===== src/rtl/bcp_clause_eval_if.sv =====
// Handshake, assignment and clause-memory bundle for bcp_clause_eval.
// The slave modport is the evaluator; master is the requester plus memory side.
interface bcp_clause_eval_if #(
    parameter int NVARS = 64
);
    logic             start;
    logic [7:0]       clause_addr;
    logic [NVARS-1:0] assign_def;
    logic [NVARS-1:0] assign_val;
    logic [7:0]       mem_dout;
    logic             mem_en;
    logic             mem_rw;
    logic [7:0]       mem_addr;
    logic             busy;
    logic             done;
    logic [1:0]       status;
    logic [7:0]       unit_lit;

    modport slave (
        input  start, clause_addr, assign_def, assign_val, mem_dout,
        output mem_en, mem_rw, mem_addr, busy, done, status, unit_lit
    );

    modport master (
        output start, clause_addr, assign_def, assign_val, mem_dout,
        input  mem_en, mem_rw, mem_addr, busy, done, status, unit_lit
    );
endinterface


===== src/rtl/bcp_clause_eval.sv =====
// Walks one clause in clause memory and classifies it as SAT/UNIT/CONFLICT/UNRESOLVED.
// Define BCP_EARLY_EXIT_EN to stop the scan at the first true literal.
module bcp_clause_eval #(
    parameter int NVARS   = 64,
    parameter int MAX_LEN = 16
) (
    input  logic              clock_i,
    input  logic              reset_i,
    bcp_clause_eval_if.slave  bus
);
    typedef enum logic [1:0] {IDLE, READ, EVAL} state_t;

    localparam logic [1:0] ST_UNRES = 2'b00;
    localparam logic [1:0] ST_SAT   = 2'b01;
    localparam logic [1:0] ST_UNIT  = 2'b10;
    localparam logic [1:0] ST_CONF  = 2'b11;
    localparam logic [7:0] LEN_LIM  = 8'(MAX_LEN);

    state_t     state_q, state_d;
    logic [7:0] ptr_q, ptr_d;
    logic [7:0] words_q, words_d;
    logic [1:0] cnt_q, cnt_d;
    logic       sat_q, sat_d;
    logic [7:0] lit_q, lit_d;
    logic       done_q, done_d;
    logic [1:0] status_q, status_d;
    logic [7:0] unit_q, unit_d;

    logic [5:0] lit_var;
    logic       lit_term, lit_def, lit_true, finish;

    assign lit_var  = bus.mem_dout[5:0];
    assign lit_term = (lit_var == 6'd0);
    assign lit_def  = bus.assign_def[lit_var];
    assign lit_true = lit_def & (bus.assign_val[lit_var] ^ bus.mem_dout[6]);

    always_comb begin
        state_d  = state_q;
        ptr_d    = ptr_q;
        words_d  = words_q;
        cnt_d    = cnt_q;
        sat_d    = sat_q;
        lit_d    = lit_q;
        done_d   = 1'b0;
        status_d = status_q;
        unit_d   = unit_q;
        finish   = 1'b0;
        case (state_q)
            IDLE: begin
                if (bus.start) begin
                    ptr_d   = bus.clause_addr;
                    words_d = 8'd0;
                    cnt_d   = 2'd0;
                    sat_d   = 1'b0;
                    lit_d   = 8'h00;
                    state_d = READ;
                end
            end
            READ: state_d = EVAL;
            EVAL: begin
                if (lit_term) begin
                    finish = 1'b1;
                end else begin
                    words_d = words_q + 8'd1;
                    if (lit_true) begin
                        sat_d = 1'b1;
                    end else if (!lit_def) begin
                        // Only the first unassigned literal can become the implied one.
                        if (cnt_q == 2'd0) lit_d = bus.mem_dout;
                        if (cnt_q != 2'd2) cnt_d = cnt_q + 2'd1;
                    end
                    if (words_d == LEN_LIM) finish = 1'b1;
`ifdef BCP_EARLY_EXIT_EN
                    if (lit_true) finish = 1'b1;
`endif
                end
                if (finish) begin
                    done_d  = 1'b1;
                    state_d = IDLE;
                    unit_d  = 8'h00;
                    if (sat_d)              status_d = ST_SAT;
                    else if (cnt_d == 2'd1) begin
                        status_d = ST_UNIT;
                        unit_d   = lit_d;
                    end
                    else if (cnt_d == 2'd2) status_d = ST_UNRES;
                    else                    status_d = ST_CONF;
                end else begin
                    ptr_d   = ptr_q + 8'd1;
                    state_d = READ;
                end
            end
            default: state_d = IDLE;
        endcase
    end

    always_ff @(posedge clock_i) begin
        if (reset_i) begin
            state_q  <= IDLE;
            ptr_q    <= 8'h00;
            words_q  <= 8'd0;
            cnt_q    <= 2'd0;
            sat_q    <= 1'b0;
            lit_q    <= 8'h00;
            done_q   <= 1'b0;
            status_q <= ST_UNRES;
            unit_q   <= 8'h00;
        end else begin
            state_q  <= state_d;
            ptr_q    <= ptr_d;
            words_q  <= words_d;
            cnt_q    <= cnt_d;
            sat_q    <= sat_d;
            lit_q    <= lit_d;
            done_q   <= done_d;
            status_q <= status_d;
            unit_q   <= unit_d;
        end
    end

    assign bus.mem_en   = (state_q == READ);
    assign bus.mem_rw   = 1'b1;
    assign bus.mem_addr = ptr_q;
    assign bus.busy     = (state_q != IDLE);
    assign bus.done     = done_q;
    assign bus.status   = status_q;
    assign bus.unit_lit = unit_q;
endmodule


===== src/flat_wrapper.sv =====
// flat-port wrapper written by rule: the top's interface ports become plain ports
module bcp_clause_eval_flat 
#(
    parameter int NVARS   = 64,
    parameter int MAX_LEN = 16
)
  (clock_i, reset_i, bus_start, bus_clause_addr, bus_assign_def, bus_assign_val, bus_mem_dout, bus_mem_en, bus_mem_rw, bus_mem_addr, bus_busy, bus_done, bus_status, bus_unit_lit);
  bcp_clause_eval_if #(.NVARS(NVARS)) bus_i ();
  input  logic clock_i;
  input  logic reset_i;
  input wire logic [$bits(bus_i.start)-1:0] bus_start;
  input wire logic [$bits(bus_i.clause_addr)-1:0] bus_clause_addr;
  input wire logic [$bits(bus_i.assign_def)-1:0] bus_assign_def;
  input wire logic [$bits(bus_i.assign_val)-1:0] bus_assign_val;
  input wire logic [$bits(bus_i.mem_dout)-1:0] bus_mem_dout;
  output wire logic [$bits(bus_i.mem_en)-1:0] bus_mem_en;
  output wire logic [$bits(bus_i.mem_rw)-1:0] bus_mem_rw;
  output wire logic [$bits(bus_i.mem_addr)-1:0] bus_mem_addr;
  output wire logic [$bits(bus_i.busy)-1:0] bus_busy;
  output wire logic [$bits(bus_i.done)-1:0] bus_done;
  output wire logic [$bits(bus_i.status)-1:0] bus_status;
  output wire logic [$bits(bus_i.unit_lit)-1:0] bus_unit_lit;
  assign bus_i.start = bus_start;
  assign bus_i.clause_addr = bus_clause_addr;
  assign bus_i.assign_def = bus_assign_def;
  assign bus_i.assign_val = bus_assign_val;
  assign bus_i.mem_dout = bus_mem_dout;
  assign bus_mem_en = bus_i.mem_en;
  assign bus_mem_rw = bus_i.mem_rw;
  assign bus_mem_addr = bus_i.mem_addr;
  assign bus_busy = bus_i.busy;
  assign bus_done = bus_i.done;
  assign bus_status = bus_i.status;
  assign bus_unit_lit = bus_i.unit_lit;
  bcp_clause_eval #(.NVARS(NVARS), .MAX_LEN(MAX_LEN)) u_core (.clock_i(clock_i), .reset_i(reset_i), .bus(bus_i));
endmodule

===== config.mk =====
export PLATFORM = sky130hd
export DESIGN_NAME = bcp_clause_eval_flat
export DESIGN_NICKNAME = d
export VERILOG_FILES = /design/src/rtl/bcp_clause_eval_if.sv /design/src/rtl/bcp_clause_eval.sv /design/src/flat_wrapper.sv
export SDC_FILE = /design/constraint.sdc
export NUM_CORES = 1
export LEC_CHECK = 0
export CORE_ASPECT_RATIO = 1.5
export CORE_MARGIN = 5
export CORE_UTILIZATION = 35
export DETAILED_ROUTE_END_ITERATION = 6
export DONT_BUFFER_PORTS = 1
export HOLD_SLACK_MARGIN = 0.15
export PLACE_DENSITY = 0.59
export SETUP_SLACK_MARGIN = 0.4
export SLEW_MARGIN = 20
export SYNTH_ARGS = -nofsm -noshare
export SYNTH_HDL_FRONTEND = slang
export SYNTH_SLANG_ARGS = --single-unit

===== constraint.sdc =====
create_clock -name clock_i -period 5.2 [get_ports clock_i]
set_input_delay 1.04 -clock clock_i [delete_from_list [all_inputs] [get_ports clock_i]]
set_output_delay 1.04 -clock clock_i [all_outputs]
set_load 0.005 [all_outputs]

==> summary.txt <==
yosys + openroad results -> run status finished, final reports clean, Crit. Startpoint bus_mem_dout[0], fill cell count 902, count of cells resized by post-cts repair 0, Tcrit/Tclk final 67.29%, critical path class in -> reg, HP Start u_core.lit_q[2], DIE AREA 11160 µm², post-synthesis simple-gate area fraction 16.95%, DRT Wirelength 9232 µm, vias 2686, largest net degree at the start of global routing 50, final slew viol count 0, Area Overhead vs Synth 6.238%, Synth Warn # 0, FF+latch count, synth 40, IO buf count 0, FMAX 285.8 MHz, r2r worst-path depth 9, Top cell excl fill/tap dfxtp_1
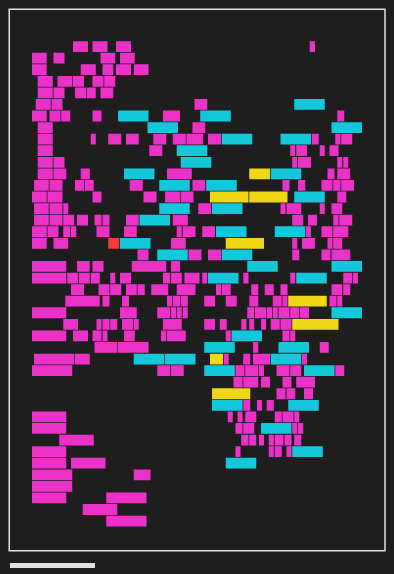
cell_classes.png
Bar = 20 µm.
Key: cyan = flip-flops [cells 40]; yellow = clock drivers and dummy loads [cells 8]; magenta = all other logic [cells 273]; red = other buffers and delay cells [cells 1]

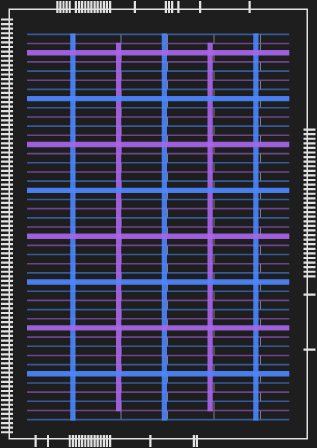
pdn.png
Pins as bars on the die edge. Tap cells in gray.
Key: purple = VDD; blue = VSS
8 straps on met5. 110 tap cells. 169 signal pins sit on the boundary.

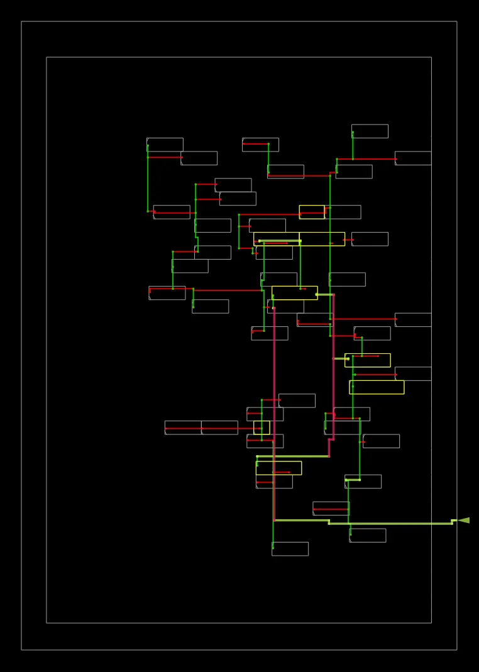
final_clocks.png
clk latency late pin: 0.28 ns
CTS Buf Count: 5
CTS sink count: 40
P_clk: 0.000362 W
number of clock buffers in the layout: 6

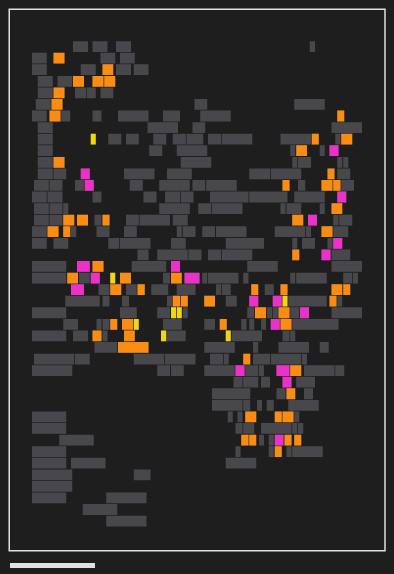
gate_families.png
Bar = 20 µm.
Key: magenta = AND and OR gates [cells 20, most used and3_1]; orange = inverting AOI/OAI gates [cells 60, most used a22oi_1]; yellow = inverters [cells 8, most used inv_1]

Power and IR drop assume default switching activity.
